Fig. 1: metal 3
The bar under the picture is 10 um long.
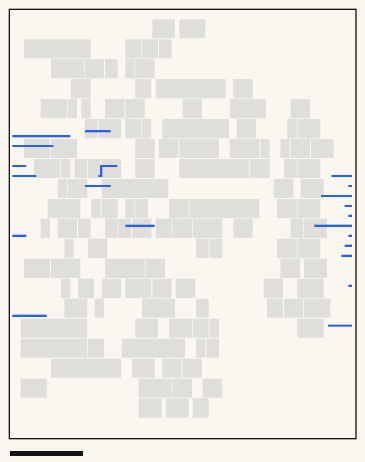
Fig. 2: congestion heat map
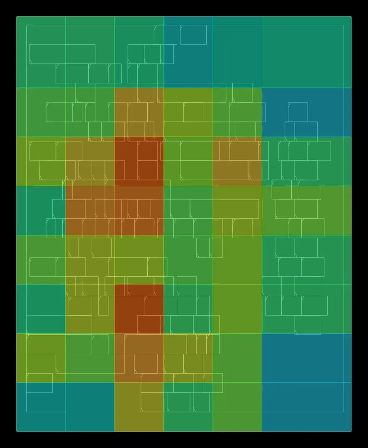
Fig. 3: gate-type map
The bar under the picture is 10 um long.
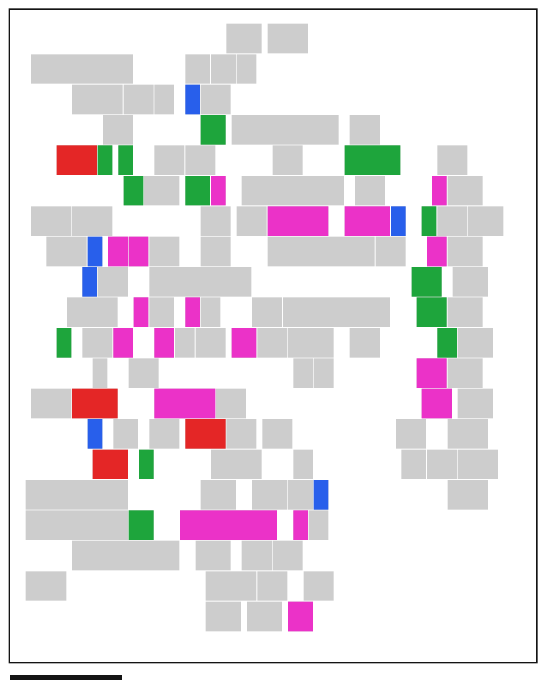
Fig. 4: signal wires on met1
The bar under the picture is 10 um long. Supply wires on this layer in grey.
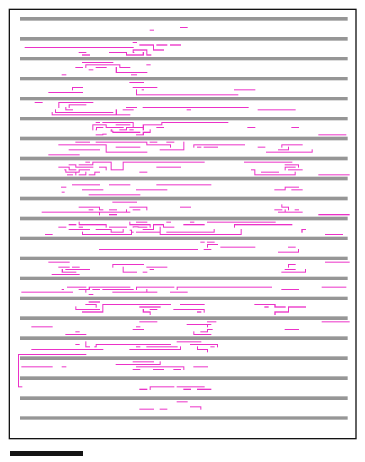
### src/rtl/grant_burst_ctrl_if.sv
// Handshake bundle between the arbiter side and grant_burst_ctrl.
// The arbiter/environment drives gnt and len; the controller drives everything else.
interface grant_burst_ctrl_if #(
  parameter int N  = 4,
  parameter int LW = 4
);
  localparam int OW = (N > 1) ? $clog2(N) : 1;

  logic [N-1:0]  gnt;
  logic [LW-1:0] len;
  logic [N-1:0]  req_mask;
  logic [OW-1:0] owner;
  logic          busy;
  logic          beat;
  logic          last;
  logic [N-1:0]  ack;
  logic          err;

  modport master (
    output gnt, len,
    input  req_mask, owner, busy, beat, last, ack, err
  );

  modport slave (
    input  gnt, len,
    output req_mask, owner, busy, beat, last, ack, err
  );
endinterface

### src/rtl/grant_burst_ctrl.sv
// Locks ownership to a one-hot grant for a programmable burst of beats, acks the
// owner at burst end and masks that owner's request so it cannot win back-to-back.
module grant_burst_ctrl #(
  parameter int N  = 4,
  parameter int LW = 4
) (
  input  logic               c,
  input  logic               r,
  grant_burst_ctrl_if.slave  bus
);

  localparam int OW = (N > 1) ? $clog2(N) : 1;

  typedef enum logic [1:0] {
    S_IDLE    = 2'd0,
    S_BURST   = 2'd1,
    S_RELEASE = 2'd2
  } state_e;

  state_e        state_q, state_d;
  logic [LW-1:0] cnt_q, cnt_d;
  logic [OW-1:0] owner_q, owner_d;
  logic          err_q, err_d;

  logic          gnt_any;
  logic          gnt_onehot;
  logic [OW-1:0] gnt_idx;
  logic [LW-1:0] len_eff;
  logic [N-1:0]  owner_oh;

  // Grant decode: a vector is one-hot when it is non-zero and clearing its
  // lowest set bit leaves nothing behind.
  always_comb begin
    gnt_any    = |bus.gnt;
    gnt_onehot = gnt_any && ((bus.gnt & (bus.gnt - N'(1))) == '0);
    gnt_idx    = '0;
    for (int i = 0; i < N; i++) begin
      if (bus.gnt[i]) gnt_idx = OW'(i);
    end
    len_eff = (bus.len == '0) ? LW'(1) : bus.len;
  end

  // NOTE: every variable written here gets a default first, so no path leaves
  // it unassigned and no latch can be inferred.
  always_comb begin
    state_d = state_q;
    cnt_d   = cnt_q;
    owner_d = owner_q;
    err_d   = err_q;
    unique case (state_q)
      S_IDLE: begin
        if (gnt_onehot) begin
          owner_d = gnt_idx;
          cnt_d   = len_eff;
          state_d = S_BURST;
        end else if (gnt_any) begin
          err_d = 1'b1;
        end
      end
      S_BURST: begin
        // cnt stops at 1 on the last beat; it is reloaded on the next accept.
        if (cnt_q == LW'(1)) begin
          state_d = S_RELEASE;
        end else begin
          cnt_d = cnt_q - LW'(1);
        end
      end
      S_RELEASE: begin
        state_d = S_IDLE;
      end
      default: begin
        state_d = S_IDLE;
      end
    endcase
  end

  // NOTE: sequential state uses non-blocking assignments so every flop samples
  // the pre-edge values of its peers; the async reset drops an in-flight burst
  // with no ack because the ack is decoded from the RELEASE state only.
  always_ff @(posedge c or negedge r) begin
    if (!r) begin
      state_q <= S_IDLE;
      cnt_q   <= '0;
      owner_q <= '0;
      err_q   <= 1'b0;
    end else begin
      state_q <= state_d;
      cnt_q   <= cnt_d;
      owner_q <= owner_d;
      err_q   <= err_d;
    end
  end

  // Outputs are decoded straight from registered state so they are glitch-free.
  always_comb begin
    owner_oh     = N'(1) << owner_q;
    bus.busy     = (state_q != S_IDLE);
    bus.beat     = (state_q == S_BURST);
    bus.last     = (state_q == S_BURST) && (cnt_q == LW'(1));
    bus.ack      = (state_q == S_RELEASE) ? owner_oh : '0;
    bus.req_mask = (state_q == S_IDLE) ? '1 : ~owner_oh;
    bus.owner    = owner_q;
    bus.err      = err_q;
  end

`ifndef SYNTHESIS
  a_cnt_nonzero : assert property (@(posedge c) disable iff (!r)
    (state_q == S_BURST) |-> (cnt_q != '0));
  a_ack_onehot : assert property (@(posedge c) disable iff (!r)
    $onehot0(bus.ack));
`endif

endmodule

### src/flat_wrapper.sv
// flat-port wrapper written by rule: the top's interface ports become plain ports
module grant_burst_ctrl_flat 
#(
  parameter int N  = 4,
  parameter int LW = 4
)
  (c, r, bus_gnt, bus_len, bus_req_mask, bus_owner, bus_busy, bus_beat, bus_last, bus_ack, bus_err);
  grant_burst_ctrl_if #(.N(N), .LW(LW)) bus_i ();
  input  logic c;
  input  logic r;
  input wire logic [$bits(bus_i.gnt)-1:0] bus_gnt;
  input wire logic [$bits(bus_i.len)-1:0] bus_len;
  output wire logic [$bits(bus_i.req_mask)-1:0] bus_req_mask;
  output wire logic [$bits(bus_i.owner)-1:0] bus_owner;
  output wire logic [$bits(bus_i.busy)-1:0] bus_busy;
  output wire logic [$bits(bus_i.beat)-1:0] bus_beat;
  output wire logic [$bits(bus_i.last)-1:0] bus_last;
  output wire logic [$bits(bus_i.ack)-1:0] bus_ack;
  output wire logic [$bits(bus_i.err)-1:0] bus_err;
  assign bus_i.gnt = bus_gnt;
  assign bus_i.len = bus_len;
  assign bus_req_mask = bus_i.req_mask;
  assign bus_owner = bus_i.owner;
  assign bus_busy = bus_i.busy;
  assign bus_beat = bus_i.beat;
  assign bus_last = bus_i.last;
  assign bus_ack = bus_i.ack;
  assign bus_err = bus_i.err;
  grant_burst_ctrl #(.N(N), .LW(LW)) u_core (.c(c), .r(r), .bus(bus_i));
endmodule
### config.mk
export PLATFORM = sky130hd
export DESIGN_NAME = grant_burst_ctrl_flat
export DESIGN_NICKNAME = d
export VERILOG_FILES = /design/src/rtl/grant_burst_ctrl_if.sv /design/src/rtl/grant_burst_ctrl.sv /design/src/flat_wrapper.sv
export SDC_FILE = /design/constraint.sdc
export NUM_CORES = 1
export LEC_CHECK = 0
export CAP_MARGIN = 20
export CORE_ASPECT_RATIO = 1.25
export CORE_UTILIZATION = 25
export DETAILED_ROUTE_END_ITERATION = 16
export HOLD_SLACK_MARGIN = 0.15
export MAX_ROUTING_LAYER = met4
export PLACE_DENSITY = 0.47
export SLEW_MARGIN = 15
export SYNTH_ARGS = -nofsm -noshare
export SYNTH_HDL_FRONTEND = slang
export SYNTH_SLANG_ARGS = --single-unit
### constraint.sdc
create_clock -name c -period 1.52 [get_ports c]
set_input_delay 0.152 -clock c [delete_from_list [all_inputs] [get_ports c]]
set_output_delay 0.152 -clock c [all_outputs]
set_load 0.01 [all_outputs]
==> notes.md <==
Implementation run completed; key figures follow.

Run status:
- The flow ran to the end, and the final reports show no timing, DRC or antenna violations.

Yosys:
- The run puts the number of warnings issued by yosys at 0.
- Post-synth the commonest register cell is dfrtp_1.
- The run puts the synthesized area per cell at 8.572 um2.
- The run gives the number of cells in the yosys synthesis report as between 70 and 80.
- For reference, the top logic cell family by area is simple AND/OR/NAND/NOR gates.
- The run puts the sequential fraction of the synthesis area at a little over a third.
- The run puts the portion of netlist area occupied by mux cells at 1.775%.
- The synthesis stats list as the most numerous cell dfrtp_1.
- The run puts the synthesized netlist cell count at 74.
- The run puts the adder-cell share of the synthesized area at 3.945%.
- The commonest cells after synthesis are dfrtp_1, inv_1, nor2_1.
- The run puts the total of flip-flops plus latches after synthesis at 9.
- In the post-synthesis netlist, the biggest area contributors are dfrtp_1, ha_1, nand2b_1.
- The run puts the area of the mapped netlist at 634.4 um2.
- The run puts the number of enable flip-flop cells at 0.
- The run puts the area share of xor/xnor cells in the synthesized design at under 10%.
- The run puts the proportion of register bits with asynchronous set or reset after synthesis at 100.0%.
- The run gives the top cell type by total area after synthesis as dfrtp_1.

Layout:
- The run puts the combinational gate area at 415.4 um2.
- The number of antenna diodes in the final layout is 0.
- The run puts the number of ordinary inverters in the final layout at 6.
- The run gives the growth of design area from synthesis to finish as 81.46%.
- The run puts the number of nets in the finished design at 139.
- Per the cell usage report, the commonest logic cells after layout are buf_4, dlygate4sd2_1, clkdlybuf4s50_1.
- Per the layout area report, the sequential fraction of cell area is 20.00%.
- The run gives the fraction of cell area in non-clock buffers as 36.09%.
- After layout, the buffer instance count without clock buffers stands at roughly 50.
- The number of multi-input combinational cells in the layout is 57.
- Cells fill 47.42% of the core in the end.
- By area, the class that comes first in the final layout consists of combinational gates.
- The number of sequential cells reported for the layout is 9.
- The run gives the tally of clock buffers in the finished layout as 4.
- The run puts the clock-cell share of area at under 10%.

Power and ir drop:
- The dominant power group in this design is combinational cells.
- The power report lists the combinational group at 0.00118 W.
- The power report attributes to the sequential group a share of 25.0%.
- For the clock group, total power comes out at 0.000180 W.
- The power report puts the leakage power at 0.5396 nW.
- The run puts the clock share of power at 9.9%.
- The run puts the combinational share of power at 65.1%.
- The run gives the worst-case vdd ir drop as 750.4 uV.
- The run gives the overall power of the completed layout as between 0.0015 and 0.002 W.
- The run gives the total power divided by cell area as 1578 nW/um2.
- Power attributed to sequential cells is 0.000454 W.

STA:
- The run gives the remaining max-slew budget at the tightest pin as 71.35%.
- The run gives the final setup violation count as 0.
- The run puts the max-slew violation total from the final report at 0.
- The run puts the top achievable clock speed at ~680 MHz.
- The run puts the transition at the pin with the smallest max-transition slack at 428.4 ps.
- On the final layout, the worst hold slack is 202.7 ps.
- The run puts the minimum period implied by the final worst setup slack at around 1500 ps.

Global routing:
- For this run the aggregate overflow at the end of global routing stands at 0.
- The via count of the first global-routing pass is 677.
- The first global-routing pass estimated 2877 um of wire.
- Entering global routing, the biggest net connects 11 pins.
- The run puts the overall fraction of global-route tracks in use at 14.78%.

Placement:
- The placement summary gives the final routability congestion estimate as between 0.7 and 0.8.
- The run gives the number of placed instances, taps included as 149.
- The run gives the count of buffers from port buffering as 23.
- The run gives the HPWL after detailed placement as 1455 um.

Die:
- From left edge to right edge, the die measures 47.06 um.
- In this run the standard cell core region covers 2427 um2.
- The run puts the total number of placement rows at 20.
- Once the floorplan was initialized, standard cells occupied 26.13% of the core.
- The run puts the number of well taps at 33.
- The run puts the total die area at 2744 um2.

Setup path:
- The run gives the element type at the critical path end as an output port.
- Tracing the worst setup path back leads to its startpoint at u_core.state_q[0]$_DFFE_PN0P_.
- The run gives the worst setup path endpoint as bus_ack[1].
- The run puts the required time at the worst-slack endpoint at approximately 1400 ps.
- The worst setup path is of the flop to output port kind.
- In this run the critical register-to-register path is launched from u_core.state_q[0]$_DFFE_PN0P_.
- The run puts the path depth of the worst reg2reg path at 6.
- For flop-to-flop paths, the worst setup slack is 110 ps.

Clock tree:
- The run gives the clock latency on the worst-skew pair as roughly 250 ps.
- TritonCTS built the clock tree.
- The run puts the number of gates given a new drive strength after cts at 23.
- The run gives the clock transition at the registers of the reported paths as 60 ps.
- The run gives the number of buffers inserted for hold repair after clock tree synthesis as 0.
- The run puts the H-tree level count at 1.
- In this run the clock root is driven by a clkbuf_4.

Drt:
- The run puts the post-route antenna net violation count at 0.
- According to the report, the first pass of detailed routing completed in 4 iterations.
- Using the TritonRoute via totals, the vias-per-cell ratio works out to 4.604.
- For this run, design rule violations remaining after detail routing come to 0.
- Dividing the detail-routed wire length by the instance count gives 11.38 um.

Hold path:
- The run gives the class of the tightest hold or removal check as input pin to async pin.

Job:
- The run puts the count of tool warnings at 27.
- The run gives the max-capacitance violation count as 0.
Notes on Fig. 1 above:
longest straight run = 7.60 um
wire length on this layer = 55.0 um
share of all routed wire = 3.0%
nets with wire on the layer = 21

Notes on Fig. 2 above:
met1 Track Usage GR: 16.70%
busiest layer in global routing: met2

Notes on Fig. 3 above:
red -> AND-OR and OR-AND gates  # cells 4
blue -> inverters  # cells 6
magenta -> NOR gates  # cells 18
green -> NAND gates  # cells 13
most common logic cell in the routed design: buf_4
logic share of the area: 36.09%
final non-filler cell total: 159

Notes on Fig. 4 above:
nets with wire on the layer = 121
main direction = horizontal
share of all routed wire = 41%
wire length on this layer = 748 um
longest straight run = 14.7 um
Post-Route WL: 1809 um
routed vias: 732

## critical path, cell delays in order, from the launching register on
cell and delay [ps]:
dfrtp_2 450, nand2b_4 170, nor3b_1 160, dlygate4sd2_1 290
## per-layer routing
layer	share of wire, %	wire, um	vias up	GRT usage, %
met2	56	1007	25	27.78
met4	0	0	0	1.224
met1	41	747	332	16.70
met5	0	0	-	-
met3	3.0	54	0	1.840
li1	-	-	375	-
## stage by stage
stage	setup TNS (ps)	worst slack (ps)	cell area (um2)
after global placement	-1706	-319.2	1056
final	0	46.84	1151
after detailed placement	-1675	-339.0	1056
after floorplan	0	185.5	634.4
after CTS	0	9.708	1120
after global routing	0	2.302	1151
## registers in the layout, indices dropped and copies added, names as in the netlist
signal and flops:
u_core.bus.err 1, u_core.bus.owner 2, u_core.cnt_q 4, u_core.state_q 2
Power is estimated from default activity; no workload was simulated.
